## src/rtl/pattern_detector.sv

```systemverilog
// Serial bit-pattern detector: compares the last WIDTH accepted bits against a live pattern.
// Optional saturating match counter is built only when PATTERN_DET_COUNT_EN is defined.
module pattern_detector #(
  parameter int unsigned WIDTH = 4,
  parameter int unsigned CNT_W = 8
) (
  input  logic             clk,
  input  logic             reset_n,
  input  logic             in_valid,
  input  logic             in,
  input  logic [WIDTH-1:0] pattern,
  input  logic             overlap,
  input  logic             clear,
  output logic             out,
  output logic [CNT_W-1:0] count
);

  localparam int unsigned FillW = $clog2(WIDTH + 1);
  localparam logic [FillW-1:0] FullFill = FillW'(WIDTH);

  localparam logic StFill  = 1'b0;
  localparam logic StArmed = 1'b1;

  logic [WIDTH-1:0] window_q, window_d, window_n;
  logic [FillW-1:0] fill_q, fill_d, fill_n;
  logic             state_q, state_d;
  logic             out_q, out_d;
  logic             match;

  always_comb begin
    window_d = window_q;
    fill_d   = fill_q;
    state_d  = state_q;
    out_d    = 1'b0;
    match    = 1'b0;
    window_n = {window_q[WIDTH-2:0], in};
    fill_n   = (state_q == StArmed) ? FullFill : fill_q + 1'b1;

    if (clear) begin
      window_d = '0;
      fill_d   = '0;
      state_d  = StFill;
    end else if (in_valid) begin
      match = (fill_n == FullFill) && (window_n == pattern);
      out_d = match;
      if (match && !overlap) begin
        // Non-overlapping: the next match must be built from WIDTH fresh bits.
        window_d = '0;
        fill_d   = '0;
        state_d  = StFill;
      end else begin
        window_d = window_n;
        fill_d   = fill_n;
        state_d  = (fill_n == FullFill) ? StArmed : StFill;
      end
    end
  end

  always_ff @(posedge clk or negedge reset_n) begin
    if (!reset_n) begin
      window_q <= '0;
      fill_q   <= '0;
      state_q  <= StFill;
      out_q    <= 1'b0;
    end else begin
      window_q <= window_d;
      fill_q   <= fill_d;
      state_q  <= state_d;
      out_q    <= out_d;
    end
  end

  assign out = out_q;

`ifdef PATTERN_DET_COUNT_EN
  logic [CNT_W-1:0] count_q, count_d;

  always_comb begin
    count_d = count_q;
    if (clear) begin
      count_d = '0;
    end else if (match && (count_q != {CNT_W{1'b1}})) begin
      count_d = count_q + 1'b1;
    end
  end

  always_ff @(posedge clk or negedge reset_n) begin
    if (!reset_n) begin
      count_q <= '0;
    end else begin
      count_q <= count_d;
    end
  end

  assign count = count_q;
`else
  assign count = '0;
`endif

endmodule

```

## config.mk

```make
export PLATFORM = sky130hd
export DESIGN_NAME = pattern_detector
export DESIGN_NICKNAME = d
export VERILOG_FILES = /design/src/rtl/pattern_detector.sv
export SDC_FILE = /design/constraint.sdc
export NUM_CORES = 1
export LEC_CHECK = 0
export ABC_AREA = 1
export CORE_MARGIN = 2
export CORE_UTILIZATION = 38
export CTS_CLUSTER_SIZE = 30
export DETAILED_ROUTE_END_ITERATION = 8
export GPL_ROUTABILITY_DRIVEN = 1
export PLACE_DENSITY_LB_ADDON = 0.1
export SLEW_MARGIN = 20
export SYNTH_ARGS = -nofsm -noshare
export SYNTH_HDL_FRONTEND = slang
export SYNTH_SLANG_ARGS = --single-unit
```

## constraint.sdc

```tcl
create_clock -name clk -period 1.4 [get_ports clk]
set_clock_uncertainty 0.1 [all_clocks]
set_input_delay 0.28 -clock clk [delete_from_list [all_inputs] [get_ports clk]]
set_output_delay 0.28 -clock clk [all_outputs]
set_load 0.005 [all_outputs]
```

Figure 1. Drive-strength map (run 1).
Scale bar: 10 um.
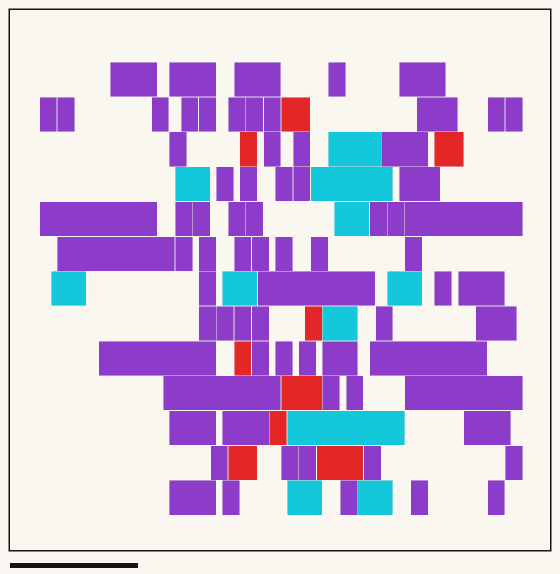
- cyan: x3 and x4 (cells 11; share 12%; most used buf_4)
- purple: x1 and smaller (cells 74; share 79%; most used nand2_1)
- red: x2 (cells 9; share 9.6%; most used inv_2)

Figure 2. Cell placement (run 1).
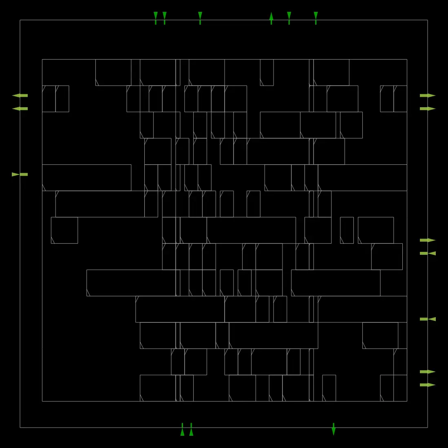
number of fill cells: 138
standard-cell rows: 13
core area: 1330 um2
fraction of area in registers: 0.280
count of inserted tapcells: 15

==> summary.log, run 1 <==
qor: clock_tree.cts.htree.levels 1
qor: logic_synthesis.synth.ff_latch_count 8
qor: place.post_dp_hpwl 738 um
qor: logic_synthesis.syn-cell-area 553 um2
qor: logic_synthesis.ys_seq_share 0.362
qor: worst_setup_path.critical_path_startpoint fill_q[1]
qor: pwr.fin_total_pwr 525 uW
qor: routing.routed-via-count 467
qor: logic_synthesis.ys_top_logic_family simple AND/OR/NAND/NOR gates
qor: cells_and_area.antennaDiodeCount 0
qor: pwr.power_density 735 nW/um2
qor: clock_tree.worst_setup_hold_path_clk_slew 0.05 ns
qor: routing.wl_per_cell 8.42 um
qor: logic_synthesis.synth.cellmix.compoundShare 0.0475
qor: place.dp.cells 104
qor: clock_tree.clk_root_buf sky130_fd_sc_hd__clkbuf_4
qor: worst_setup_path.worst-endpoint-arrival 1.39 ns
qor: cells_and_area.layout.nets 107
qor: clock_tree.postCtsSetupBuffers 1
qor: clock_tree.maximum_count_of_clock_buffers_along_a_single_path 2
qor: worst_setup_path.start_kind register
qor: die.die_y 42.2 um
qor: logic_synthesis.post_synth_mux_area_share 0
qor: worst_setup_path.reg2reg_slack 0.05 ns
qor: global_routing.grt_max_degree 9
qor: clock_tree.cts.sink_count 8
qor: global_routing.first_global_vias 390
qor: cells_and_area.seqCellArea 200 um2
qor: timing.finalMaxSlewViolations 0
qor: cells_and_area.syn2layout_area_growth 29.2%
qor: worst_hold_path.worst_hold_path_type input pin to async pin
qor: routing.wirelength 918 um
qor: worst_setup_path.worstRegToRegCells 7
qor: place.gp_routability_congestion 0.772
qor: cells_and_area.final_cell_area 714 um2
qor: routing.detailed_route_vias_per_instance 4.28
qor: worst_setup_path.cp_required 1.43 ns
qor: logic_synthesis.yosys_warnings 0
qor: logic_synthesis.syn_inst 77
qor: logic_synthesis.post_synth_and_or_nand_nor_area_fraction 0.319
qor: routing.drt_pass_1_iters 4
qor: worst_setup_path.r2r_start fill_q[1]
qor: timing.fmax 0.740 GHz
qor: flow_run.cap_viol_max_count 0
qor: timing.final.setup.worst_slack 0.0482 ns
qor: outcome.outcome complete, no violations
qor: timing.final_min_period_over_clock_period 0.966
qor: logic_synthesis.yosys-stat-cells 77
qor: global_routing.overall_global_routing_resource_usage 0.118
qor: routing.drt_iter0_markers 3
qor: routing.number_of_remaining_drc_errors 0
qor: place.preCtsSetupSlack -0.128 ns
qor: timing.layout_min_cycle_time 1.35 ns
qor: clock_tree.clock_tree_from_tritoncts built
qor: cells_and_area.combGateArea 280 um2
qor: worst_setup_path.crit_path_end_kind register
qor: die.pin_count 19
qor: global_routing.antenna_violations_before_repair 0
qor: global_routing.grt_pass1_wl 1570 um
qor: logic_synthesis.netlist-cell-type-count 17
qor: worst_setup_path.crit_fanout 5
qor: timing.hold_slack 0.206 ns
qor: cells_and_area.final_non_filler_cells 109
qor: logic_synthesis.synth_xor_xnor_area_share 0.0317
qor: timing.grt_setup_unrepaired true
qor: worst_setup_path.rr_endpoint window_q[1]
qor: worst_setup_path.timing.setup.critical_path_class register to register
qor: flow_run.log.warning_count 28
qor: cells_and_area.final_core_utilization 0.536
qor: logic_synthesis.synth-area-yosys 553 um2
qor: place.port_buffers 10
qor: clock_tree.cts_inserted_buffers 3
qor: timing.hold_viol_final 0
qor: logic_synthesis.post_synthesis_average_cell_area 7.18 um2
qor: cells_and_area.drive_above_1_share 0.213
qor: die.die_w 42.2 um
qor: pwr.vdd_ir_drop_max 0.683 mV
qor: global_routing.grt.overflow.total 0
qor: timing.setup_viol 0
qor: place.placed_area 661 um2
qor: clock_tree.post_cts_resized 1
qor: clock_tree.worst_skew_pair.late_latency 0.25 ns
qor: clock_tree.hold_buffers 0
qor: die.fp_util 0.415
qor: logic_synthesis.synthAdderAreaFrac 0.0226
qor: worst_setup_path.critPathCapture window_q[1]
qor: pwr.total_leakage_power 0.000384 uW
qor: timing.finalSetupTns 0 ns
Figure 3. The metal 1 layer (run 1).
Scale bar: 10 um. Supply wires on this layer in gray.
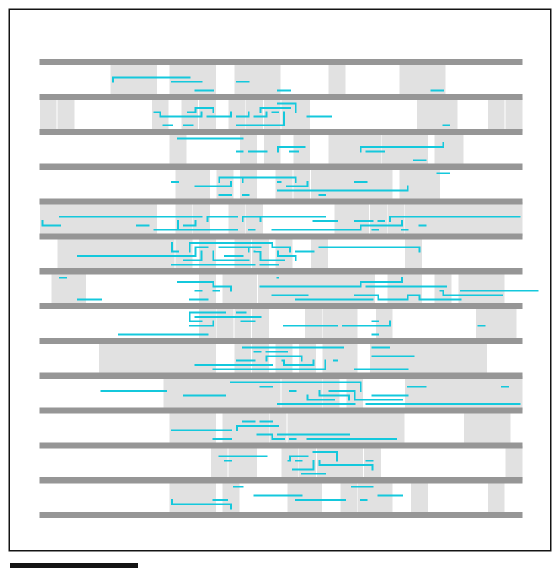
- nets with wire on the layer: 91
- main direction: horizontal
- longest straight run: 12.0 um

[run 1: routing by layer]
layer	vias up	track usage	routed length [um]
met5	-	0	0
met4	0	0.0188	0
met3	0	0.0776	71
met2	15	0.166	403
met1	205	0.154	443
li1	247	-	-
[run 1: flip-flops by register name, indices dropped and copies added, names as in the netlist]
signal	cells
out	1
state_q	1
window_q	3
fill_q	3
[run 1: synth_stat cells]
cell type,instances,share of area
sky130_fd_sc_hd__buf_4,8,0.11
sky130_fd_sc_hd__inv_2,4,0.027
sky130_fd_sc_hd__dfrtp_1,8,0.36
sky130_fd_sc_hd__ha_1,1,0.023
sky130_fd_sc_hd__nand3_4,1,0.032
sky130_fd_sc_hd__xnor2_1,2,0.032
sky130_fd_sc_hd__nand2_1,27,0.18
sky130_fd_sc_hd__o31ai_1,1,0.014
sky130_fd_sc_hd__o21ai_2,1,0.016
sky130_fd_sc_hd__nor2_2,1,0.011
sky130_fd_sc_hd__nor2_4,1,0.020
sky130_fd_sc_hd__nor2_1,6,0.041
sky130_fd_sc_hd__a32o_1,1,0.018
sky130_fd_sc_hd__nand2_2,2,0.023
sky130_fd_sc_hd__nand3_1,1,0.0090
sky130_fd_sc_hd__inv_1,11,0.075
sky130_fd_sc_hd__conb_1,1,0.0068
[run 1: placed cells by master, fill, tap and decap left out]
master / instances
sky130_fd_sc_hd__a32o_1: 1
sky130_fd_sc_hd__buf_4: 5
sky130_fd_sc_hd__clkbuf_4: 3
sky130_fd_sc_hd__clkdlybuf4s50_1: 9
sky130_fd_sc_hd__conb_1: 8
sky130_fd_sc_hd__dfrtp_1: 8
sky130_fd_sc_hd__dlygate4sd2_1: 1
sky130_fd_sc_hd__ha_4: 1
sky130_fd_sc_hd__inv_1: 11
sky130_fd_sc_hd__inv_2: 4
sky130_fd_sc_hd__nand2_1: 27
sky130_fd_sc_hd__nand2_2: 2
sky130_fd_sc_hd__nand3_2: 1
sky130_fd_sc_hd__nand3_4: 1
sky130_fd_sc_hd__nor2_1: 6
sky130_fd_sc_hd__nor2_2: 1
sky130_fd_sc_hd__nor2_4: 1
sky130_fd_sc_hd__o21ai_2: 1
sky130_fd_sc_hd__o31ai_1: 1
sky130_fd_sc_hd__xnor2_1: 2
[run 1: cell type report]
| class | instances | share of cell area |
|---|---|---|
| inverters | 15 | 0.0788 |
| flip-flops and latches | 8 | 0.280 |
| repair buffers | 15 | 0.191 |
| well taps | 15 | 0.0263 |
| clock buffers | 3 | 0.0315 |
| multi-input cells | 53 | 0.392 |
[run 1: worst max-delay path, stage by stage, from the launching register on]
cell and delay, ns:
sky130_fd_sc_hd__dfrtp_1 0.41, sky130_fd_sc_hd__ha_4 0.25, sky130_fd_sc_hd__o21ai_2 0.12, sky130_fd_sc_hd__nand2_1 0.07
sky130_fd_sc_hd__inv_2 0.08, sky130_fd_sc_hd__nand3_4 0.09, sky130_fd_sc_hd__nand2_1 0.07, sky130_fd_sc_hd__nand2_1 0.05
[run 1: power by group]
part,switching [uW],leakage [uW],internal [uW]
logic,51.0,0.000261,59.0
registers,8.59,0.000109,240
clock network,69.4,0.0000138,97.5
total,129,0.000384,396
==> run 2, diff against run 1 <==
--- a/config.mk
+++ b/config.mk
@@ -10,7 +10,6 @@
 export CORE_UTILIZATION = 38
 export CTS_CLUSTER_SIZE = 30
 export DETAILED_ROUTE_END_ITERATION = 8
-export GPL_ROUTABILITY_DRIVEN = 1
 export PLACE_DENSITY_LB_ADDON = 0.1
 export SLEW_MARGIN = 20
 export SYNTH_ARGS = -nofsm -noshare
Figure 4. The metal 1 layer (run 2).
Scale bar: 10 um. Supply wires on this layer in gray.
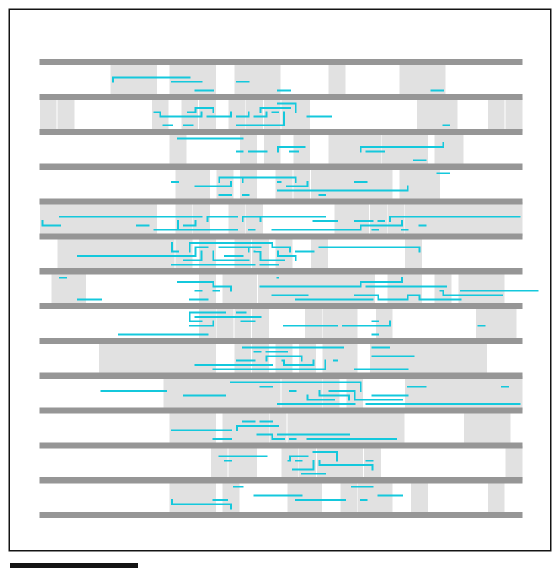
- nets with wire on the layer: 91
- main direction: horizontal
- wire length on this layer: 444 um
- longest straight run: 12.0 um

Figure 5. Cell placement (run 2).
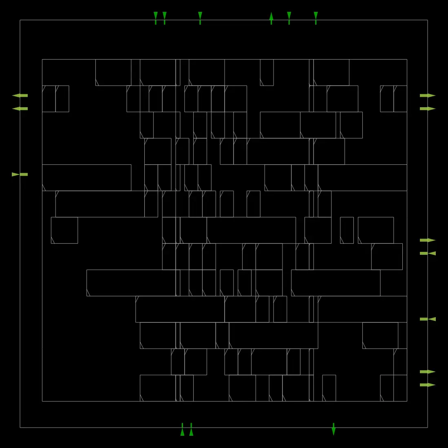
Final Non-Filler Cells: 109
final cell utilization of the core: 0.536
seq_cells: 8

==> run 2 against run 1 <==
First-iteration DRC count is the same. Worst setup slack is the same. Core utilization is the same. Routed wire length unchanged. Die size unchanged. Synthesized cell count unchanged. Critical path type unchanged. Maximum frequency stayed put.
==> summary.log, run 2 <==
qor: die.die_y 42.2 um
qor: logic_synthesis.post_synthesis_average_cell_area 7.18 um2
qor: routing.drt_iter0_markers 3
qor: worst_setup_path.worst_path_largest_cell_delay 0.41 ns
qor: global_routing.grt.overflow.total 0
qor: worst_setup_path.timing.setup.critical_path_class register to register
qor: logic_synthesis.synth-area-yosys 553 um2
qor: clock_tree.maximum_count_of_clock_buffers_along_a_single_path 2
qor: pwr.power_density 735 nW/um2
qor: logic_synthesis.synth.ff_latch_count 8
qor: cells_and_area.most-common-layout-cells sky130_fd_sc_hd__nand2_1, sky130_fd_sc_hd__inv_1, sky130_fd_sc_hd__clkdlybuf4s50_1
qor: logic_synthesis.yosys-stat-cells 77
qor: die.die_w 42.2 um
qor: timing.setup_viol 0
qor: worst_setup_path.start_kind register
qor: flow_run.log.warning_count 28
qor: worst_setup_path.cpMostUsedCell sky130_fd_sc_hd__nand2_1
qor: logic_synthesis.syn_inst 77
qor: clock_tree.cts.htree.levels 1
qor: pwr.p_sw 129 uW
qor: clock_tree.worst_skew_pair.late_latency 0.25 ns
qor: die.fp_util 0.415
qor: clock_tree.cts.sink_count 8
qor: pwr.fin_total_pwr 525 uW
qor: worst_setup_path.cp_required 1.43 ns
qor: logic_synthesis.synth_top_area_share 0.362
qor: cells_and_area.top_regs fill_q x3, window_q x3
qor: worst_setup_path.worst-endpoint-arrival 1.39 ns
qor: timing.grt_setup_unrepaired true
qor: pwr.power.combinational.fraction 0.209
qor: die.floorplan.rows 13
qor: cells_and_area.nFillCells 138
qor: timing.hold_viol_final 0
qor: routing.number_of_remaining_drc_errors 0
qor: timing.finalSetupTns 0 ns
qor: pwr.vdd_ir_drop_max 0.683 mV
qor: global_routing.grt_pass1_wl 1570 um
qor: clock_tree.cts_inserted_buffers 3
qor: logic_synthesis.syn-cell-area 553 um2
qor: logic_synthesis.ys_top_cells_by_count sky130_fd_sc_hd__nand2_1, sky130_fd_sc_hd__inv_1, sky130_fd_sc_hd__buf_4, sky130_fd_sc_hd__dfrtp_1, sky130_fd_sc_hd__nor2_1
qor: routing.wl_per_cell 8.42 um
qor: logic_synthesis.synth_async_sr_flop_share 1.00
qor: logic_synthesis.synth_top_flop_cell sky130_fd_sc_hd__dfrtp_1
qor: pwr.clock_network_fraction_of_design_power 0.318
qor: logic_synthesis.edf_count 0
qor: logic_synthesis.ys_seq_share 0.362
qor: place.post_dp_hpwl 738 um
qor: die.pin_count 19
qor: routing.drt_pass_1_iters 4
qor: logic_synthesis.netlist-cell-type-count 17
qor: place.gp_routability_congestion 0.772
qor: worst_setup_path.crit_path_end_kind register
qor: global_routing.overall_global_routing_resource_usage 0.118
qor: place.port_buffers 10
qor: routing.wirelength 918 um
qor: clock_tree.clock_tree_from_tritoncts built
qor: routing.detailed_route_vias_per_instance 4.28
qor: pwr.power_report.internal_total 396 uW
qor: global_routing.antenna_violations_before_repair 0
qor: clock_tree.clk_root_buf sky130_fd_sc_hd__clkbuf_4
qor: timing.finalMaxSlewViolations 0
qor: pwr.power_switching_share 0.246
qor: timing.final_min_period_over_clock_period 0.966
qor: cells_and_area.drive_above_1_share 0.213
qor: global_routing.grt_max_degree 9
qor: logic_synthesis.synth_top_cell_by_count sky130_fd_sc_hd__nand2_1
qor: flow_run.cap_viol_max_count 0
qor: outcome.outcome complete, no violations
qor: worst_hold_path.worst_hold_path_type input pin to async pin
qor: global_routing.first_global_vias 390
qor: worst_setup_path.critical-path-slowest-cell sky130_fd_sc_hd__dfrtp_1
qor: worst_setup_path.cp_top_family flip-flops
qor: worst_setup_path.crit_fanout 5
qor: routing.routed-via-count 467
qor: cells_and_area.antennaDiodeCount 0
qor: pwr.total_leakage_power 0.000384 uW
qor: timing.fmax 0.740 GHz
Figure 6. Routed metal per tile (run 2).
Scale bar: 10 um. The die is cut into 8 by 8 equal tiles; dark purple is low, yellow is high, scaled to the fullest tile. Values are wire area over tile area, all layers added.
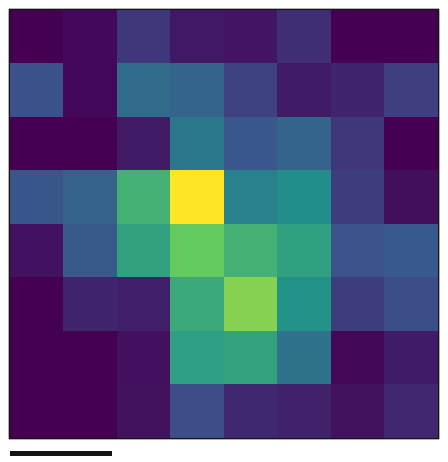
- fullest tile: 0.36
- nearly empty tiles: 19%
- mean over tiles: 0.084
- emptiest ninth of the die: bottom left
- tiles over half the peak: 17%
- densest ninth of the die: middle

-- run 2: final cells by class --
cell class | count | area [um2] | share of cell area
Timing Repair Buffer | 15 | 136 | 0.191
Inverter | 15 | 56.3 | 0.0788
Tap cell | 15 | 18.8 | 0.0263
Sequential cell | 8 | 200 | 0.280
Multi-Input combinational cell | 53 | 280 | 0.392
Clock buffer | 3 | 22.5 | 0.0315
-- run 2: power groups by stage --
stage	Combinational, uW	Sequential (uW)	Clock, uW
after CTS	104	246	177
final	110	249	167
after global routing	125	249	193
after detailed placement	97.0	250	0
after floorplan	68.2	249	0
after global placement	96.8	250	0
-- run 2: worst paths after layout --
kind,slack [ns],startpoint,depth (start not counted),to
hold / removal,0.21,reset_n,1,fill_q[0]
hold reg to reg,0.40,window_q[2],2,window_q[2]
min in group clk,0.40,window_q[2],2,window_q[2]
setup / recovery,0.05,fill_q[1],7,window_q[1]
setup reg to reg,0.05,fill_q[1],7,window_q[1]
max in group asynchronous,0.73,reset_n,1,window_q[0]
-- run 2: timing repair --
| item | in CTS | in global routing |
|---|---|---|
| buffers inserted | 1 | 1 |
| resized | 1 | 2 |
| setup endpoints to repair | 7 | 6 |
| hold buffers | 0 | 0 |
| pin swaps | 3 | 0 |
-- run 2: metal layers --
layer  vias up  GRT usage  wire [um]
met2        15      0.166        403
li1        247          -          -
met5         -          0          0
met1       205      0.154        443
met3         0     0.0776         71
met4         0     0.0188          0
-- run 2: metrics by stage --
| step | cells | area (um2) | setup slack [ns] |
|---|---|---|---|
| 2_1_floorplan | 84 | 579 | 0.0206 |
| 3_3_place_gp | 104 | 661 | -0.122 |
| 3_5_place_dp | 104 | 661 | -0.128 |
| 4_1_cts | 108 | 689 | -0.00255 |
| 5_1_grt | 109 | 714 | -0.0220 |
| 6_report | 109 | 714 | 0.0482 |
-- run 2: cells by family (layout without fill, tap and decap cells) --
group,count (synthesis),in the layout,synth area share
adders and majority gates,1,1,0.0226
other,1,8,0.00678
and+or+nand+nor,39,39,0.319
buffers and inverters,23,33,0.210
xor gates and xnor gates,2,2,0.0317
AOI/OAI and AO/OA,3,3,0.0475
DFF,8,8,0.362
Power is estimated from default activity; no workload was simulated.
